==> config.mk <==
export PLATFORM = sky130hd
export DESIGN_NAME = request_dispatcher
export DESIGN_NICKNAME = d
export VERILOG_FILES = /design/src/rtl/rq_pkg.sv /design/src/rtl/dispatch_slot_fifo.sv /design/src/rtl/request_dispatcher.sv
export SDC_FILE = /design/constraint.sdc
export NUM_CORES = 1
export LEC_CHECK = 0
export CORE_MARGIN = 1.5
export CORE_UTILIZATION = 51
export CTS_CLUSTER_SIZE = 10
export DETAILED_ROUTE_END_ITERATION = 8
export PLACE_DENSITY = 0.76
export SETUP_SLACK_MARGIN = 0.2
export SYNTH_ARGS = -nofsm -noshare
export SYNTH_HDL_FRONTEND = slang
export SYNTH_SLANG_ARGS = --single-unit
==> constraint.sdc <==
create_clock -name clk -period 2.7 [get_ports clk]
set_input_delay 0.81 -clock clk [delete_from_list [all_inputs] [get_ports clk]]
set_output_delay 0.81 -clock clk [all_outputs]
set_load 0.01 [all_outputs]
### Signal wires on met1, run 1

Bar = 20 µm.
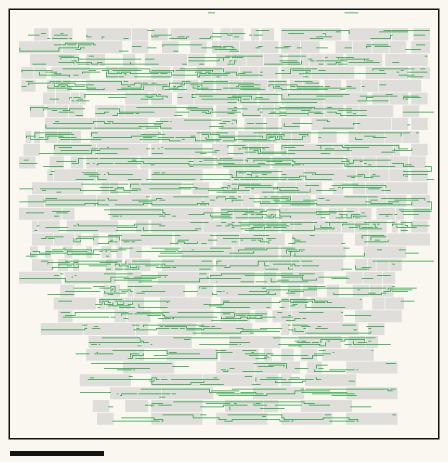
main direction = horizontal
share of all routed wire = 40%
nets with wire on the layer = 383
wire length on this layer = 4,340 µm
routed vias: 2,749
global-route track usage on met1: 33.1%
sum of routed wire length over all layers: 11,000 µm

### M2 wires, run 1

Bar = 20 µm.
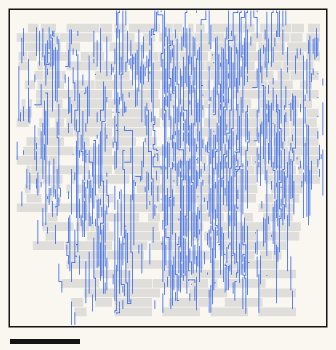
wire length on this layer = 5,540 µm
nets with wire on the layer = 378
met2 Resource Use GR: 42.2%

### The metal 3 layer, run 1

Bar = 20 µm.
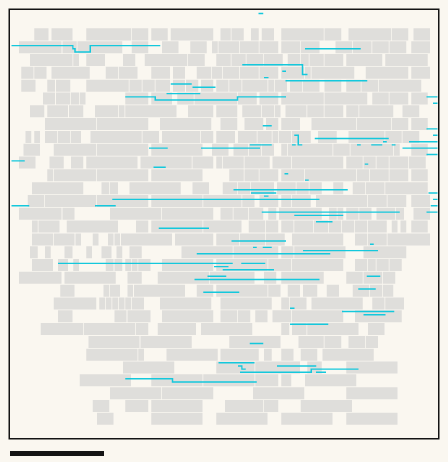
share of all routed wire = 5.4%
main direction = horizontal
wire length on this layer = 594 µm
met3 usage: 5.39%

==> flow_summary.yaml, run 1 <==
# implementation run metrics
logic_synthesis:
  synth_area_leader: "sky130_fd_sc_hd__edfxtp_1"
  synth-seq-cells: 92
  synthXorXnorAreaFrac_pct: 2.23
  most_used_standard_cells_in_the_synthesized_netlist: "sky130_fd_sc_hd__edfxtp_1 (64), sky130_fd_sc_hd__dfrtp_1 (28), sky130_fd_sc_hd__nor2_1 (18)"
  ys_sh_simple_pct: 5.40
  post-synth-top-count-cell: "sky130_fd_sc_hd__edfxtp_1"
sta:
  fmax_mhz: 345
  setup_slack_ps: -197
  worst_margin_pin_slew_ps: 684
  finalSetupViolCount: 6
  worst_hold_slack_ps: 489
cells_and_area:
  post-route-cell-area_mm2: 0.00562
  regArea_mm2: 0.00263
  syn_to_final_growth_pct: 42.8
  nNonClkInverters: 7
  layout_top_cell_excl_fill_tap: "sky130_fd_sc_hd__edfxtp_1"
  finish.net_count: 420
setup_path:
  critical_path.cell_chain: "buf_12, buf_16, mux2i_1, a221oi_2, o21ai_1, buf_4, a21boi_2, buf_2"
  worst-r2r-setup-slack_ps: -160
place:
  port_buffers: 40
  detailedPlacementHpwl_um: 5770
  placement.setup.worst_slack_ps: -258
power:
  dominant_power_group: "combinational logic"
  power_sequential_mw: 2.09
  power_leakage_nw: 2.22
routing:
  drt_pre_antenna_iters: 4
clock_tree:
  root_buffer_cell: "sky130_fd_sc_hd__clkbuf_8"
  longest_clk_path_bufs: 2
floorplanning:
  core_area_mm2: 0.00737
  die_area_mm2: 0.00825
run_status:
  run_status: "complete, but fails checks"
  violated_checks: "setup timing"
### Congestion heat map, run 1

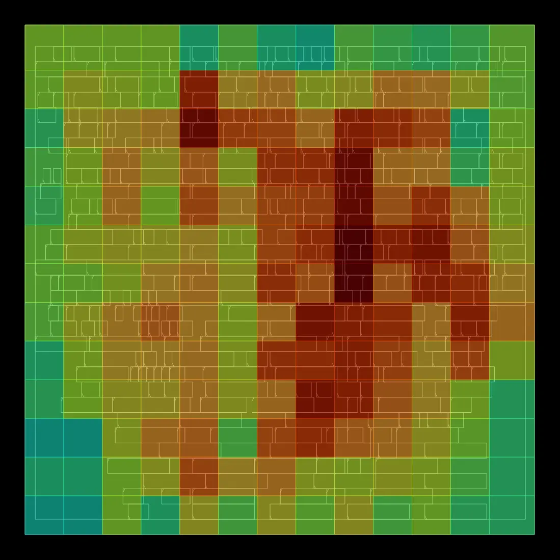

==> run 2: changes to the inputs <==
--- a/config.mk
+++ b/config.mk
@@ -5,10 +5,11 @@
 export SDC_FILE = /design/constraint.sdc
 export NUM_CORES = 1
 export LEC_CHECK = 0
-export CORE_MARGIN = 1.5
+export CORE_MARGIN = 1
 export CORE_UTILIZATION = 51
 export CTS_CLUSTER_SIZE = 10
 export DETAILED_ROUTE_END_ITERATION = 8
+export GPL_ROUTABILITY_DRIVEN = 0
 export PLACE_DENSITY = 0.76
 export SETUP_SLACK_MARGIN = 0.2
 export SYNTH_ARGS = -nofsm -noshare
### Congestion heat map, run 2

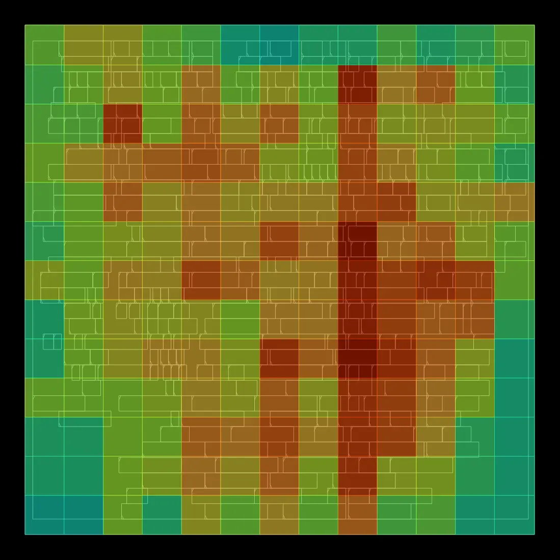
detailed-route wire length per cell: 19.1 µm
global-route track usage on met1: 29.1%
met2 Resource Use GR: 36.2%
final standard cell utilization of the core: 72.9%
global routing usage summed across all routing layers: 22.1%

### M4 wires, run 2

Bar = 20 µm.
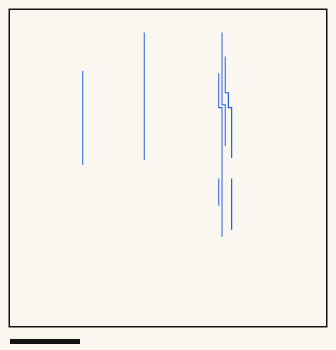
main direction = vertical
longest straight run = 36.6 µm
routed vias: 2,511
sum of routed wire length over all layers: 8860 µm

==> run 2 against run 1 <==
The run still ends with setup timing left. Cell area shrank 4.5%. Clock-buffer cell count grew 5. Sequential share of layout area grew 2.2 points. Power shrank 11%. Non-clock buffer count shrank 30. Core utilization shrank 3.4 points. Critical path depth shrank 2. Area after synthesis is the same. Critical endpoint is now pop_slot_id_out[0]. Largest cell class unchanged.
==> flow_summary.yaml, run 2 <==
# implementation run metrics
logic_synthesis:
  most_used_standard_cells_in_the_synthesized_netlist: "sky130_fd_sc_hd__edfxtp_1 (64), sky130_fd_sc_hd__dfrtp_1 (28), sky130_fd_sc_hd__nor2_1 (18)"
  synthXorXnorAreaFrac_pct: 2.23
  ys_sh_simple_pct: 5.40
  post-synth-top-count-cell: "sky130_fd_sc_hd__edfxtp_1"
  synth_area_leader: "sky130_fd_sc_hd__edfxtp_1"
sta:
  worst_hold_slack_ps: 484
  setup_slack_ps: -88.4
  finalSetupViolCount: 4
  fmax_mhz: 359
  worst_margin_pin_slew_ps: 621
place:
  port_buffers: 40
  detailedPlacementHpwl_um: 5440
  placement.setup.worst_slack_ps: -290
cells_and_area:
  regArea_mm2: 0.00263
  syn_to_final_growth_pct: 36.5
  layout_top_cell_excl_fill_tap: "sky130_fd_sc_hd__edfxtp_1"
  nNonClkInverters: 7
run_status:
  violated_checks: "setup timing"
  run_status: "complete, but fails checks"
setup_path:
  critical_path.cell_chain: "buf_12, buf_6, mux4_2, o21ai_2, a21boi_2, buf_2"
  worst-r2r-setup-slack_ps: 20
power:
  power_sequential_mw: 2.08
  dominant_power_group: "combinational logic"
  power_leakage_nw: 2.06
clock_tree:
  root_buffer_cell: "sky130_fd_sc_hd__clkbuf_8"
floorplanning:
  core_area_mm2: 0.00737
  die_area_mm2: 0.00807
routing:
  drt_pre_antenna_iters: 4
global_routing:
  met3_usage_pct: 3.64
### M2 wires, run 2

Bar = 20 µm.
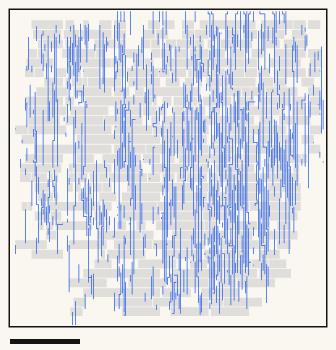
share of all routed wire = 51%
wire length on this layer = 4,480 µm
nets with wire on the layer = 350

### The metal 3 layer, run 2

Bar = 20 µm.
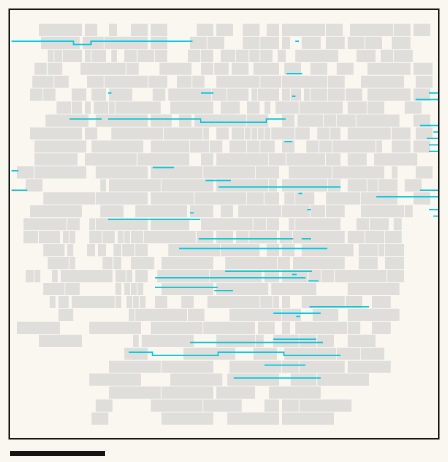

==> run 3: changes to the inputs <==
--- a/config.mk
+++ b/config.mk
@@ -6,12 +6,12 @@
 export NUM_CORES = 1
 export LEC_CHECK = 0
 export CORE_MARGIN = 1
-export CORE_UTILIZATION = 51
+export CORE_UTILIZATION = 30
 export CTS_CLUSTER_SIZE = 10
 export DETAILED_ROUTE_END_ITERATION = 8
 export GPL_ROUTABILITY_DRIVEN = 0
-export PLACE_DENSITY = 0.76
 export SETUP_SLACK_MARGIN = 0.2
 export SYNTH_ARGS = -nofsm -noshare
 export SYNTH_HDL_FRONTEND = slang
 export SYNTH_SLANG_ARGS = --single-unit
+export TNS_END_PERCENT = 1
### The metal 3 layer, run 3

Bar = 20 µm.
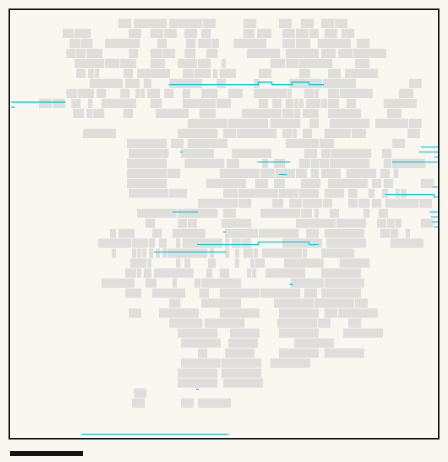
share of all routed wire = 2.7%
wire length on this layer = 215 µm
longest straight run = 39.8 µm
met3 usage: 2.96%
sum of routed wire length over all layers: 7900 µm

### Signal wires on met1, run 3

Bar = 20 µm.
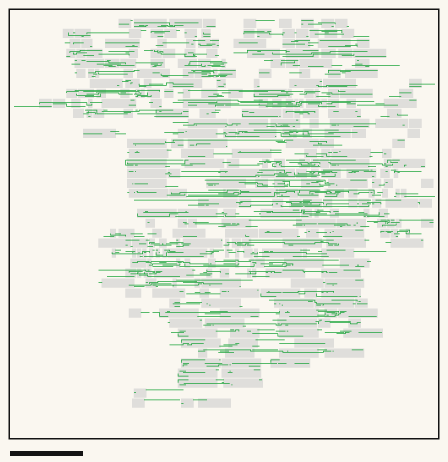
share of all routed wire = 45%
main direction = horizontal
longest straight run = 32.7 µm
wire length on this layer = 3,530 µm
routed vias: 2,309
global-route track usage on met1: 16.1%

### M2 wires, run 3

Bar = 20 µm.
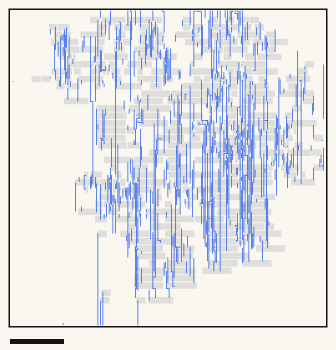
wire length on this layer = 4,000 µm
main direction = vertical
nets with wire on the layer = 315
longest straight run = 57.1 µm
share of all routed wire = 51%
met2 Resource Use GR: 20.6%

==> run 3 against run 2 <==
The run still ends with setup timing left. First-iteration DRC count fell by 6.5%. Global-route usage is 9.4 points lower. Die area rose by 68%. Worst setup slack improved by 67 ps. Sequential share of layout area increased by 1.2 points. Clock power increased by 45%. Routed wire length down 11%. Hold slack lost 4.1 ps. Register-to-register slack better by 40 ps. Area after synthesis unchanged. Core utilization shrank 32 points. Sequential cell count unchanged.
==> flow_summary.yaml, run 3 <==
# implementation run metrics
setup_path:
  worst-r2r-setup-slack_ps: 60
  largest_fanout_on_the_critical_path: 6
routing:
  drt_pre_antenna_iters: 4
  wl_per_cell_um: 15.3
cells_and_area:
  layout_top_cell_excl_fill_tap: "sky130_fd_sc_hd__edfxtp_1"
  regArea_mm2: 0.00263
  layout-drive-gt1-share_pct: 31.8
  largestClassByArea: "registers"
  nNonClkInverters: 7
  final_util_pct: 41.2
power:
  power_sequential_mw: 2.05
floorplanning:
  die_area_mm2: 0.0136
  initial_core_util_pct: 30.9
  core_area_mm2: 0.0127
place:
  detailedPlacementHpwl_um: 5720
  port_buffers: 40
  placement.setup.worst_slack_ps: -229
logic_synthesis:
  post-synth-top-count-cell: "sky130_fd_sc_hd__edfxtp_1"
  most_used_standard_cells_in_the_synthesized_netlist: "sky130_fd_sc_hd__edfxtp_1 (64), sky130_fd_sc_hd__dfrtp_1 (28), sky130_fd_sc_hd__nor2_1 (18)"
  mux_contribution_to_synthesized_area_pct: 11.8
  ys_sh_simple_pct: 5.40
  synth_area_leader: "sky130_fd_sc_hd__edfxtp_1"
sta:
  finalSetupViolCount: 1
  setup_slack_ps: -21.7
  worst_margin_pin_slew_ps: 654
  fmax_mhz: 367
global_routing:
  global_routing_usage_summed_across_all_routing_layers_pct: 12.6
run_status:
  run_status: "complete, but fails checks"
  violated_checks: "setup timing"
clock_tree:
  root_buffer_cell: "sky130_fd_sc_hd__clkbuf_16"
No activity file was given, so power comes from the tool's default toggle rates.
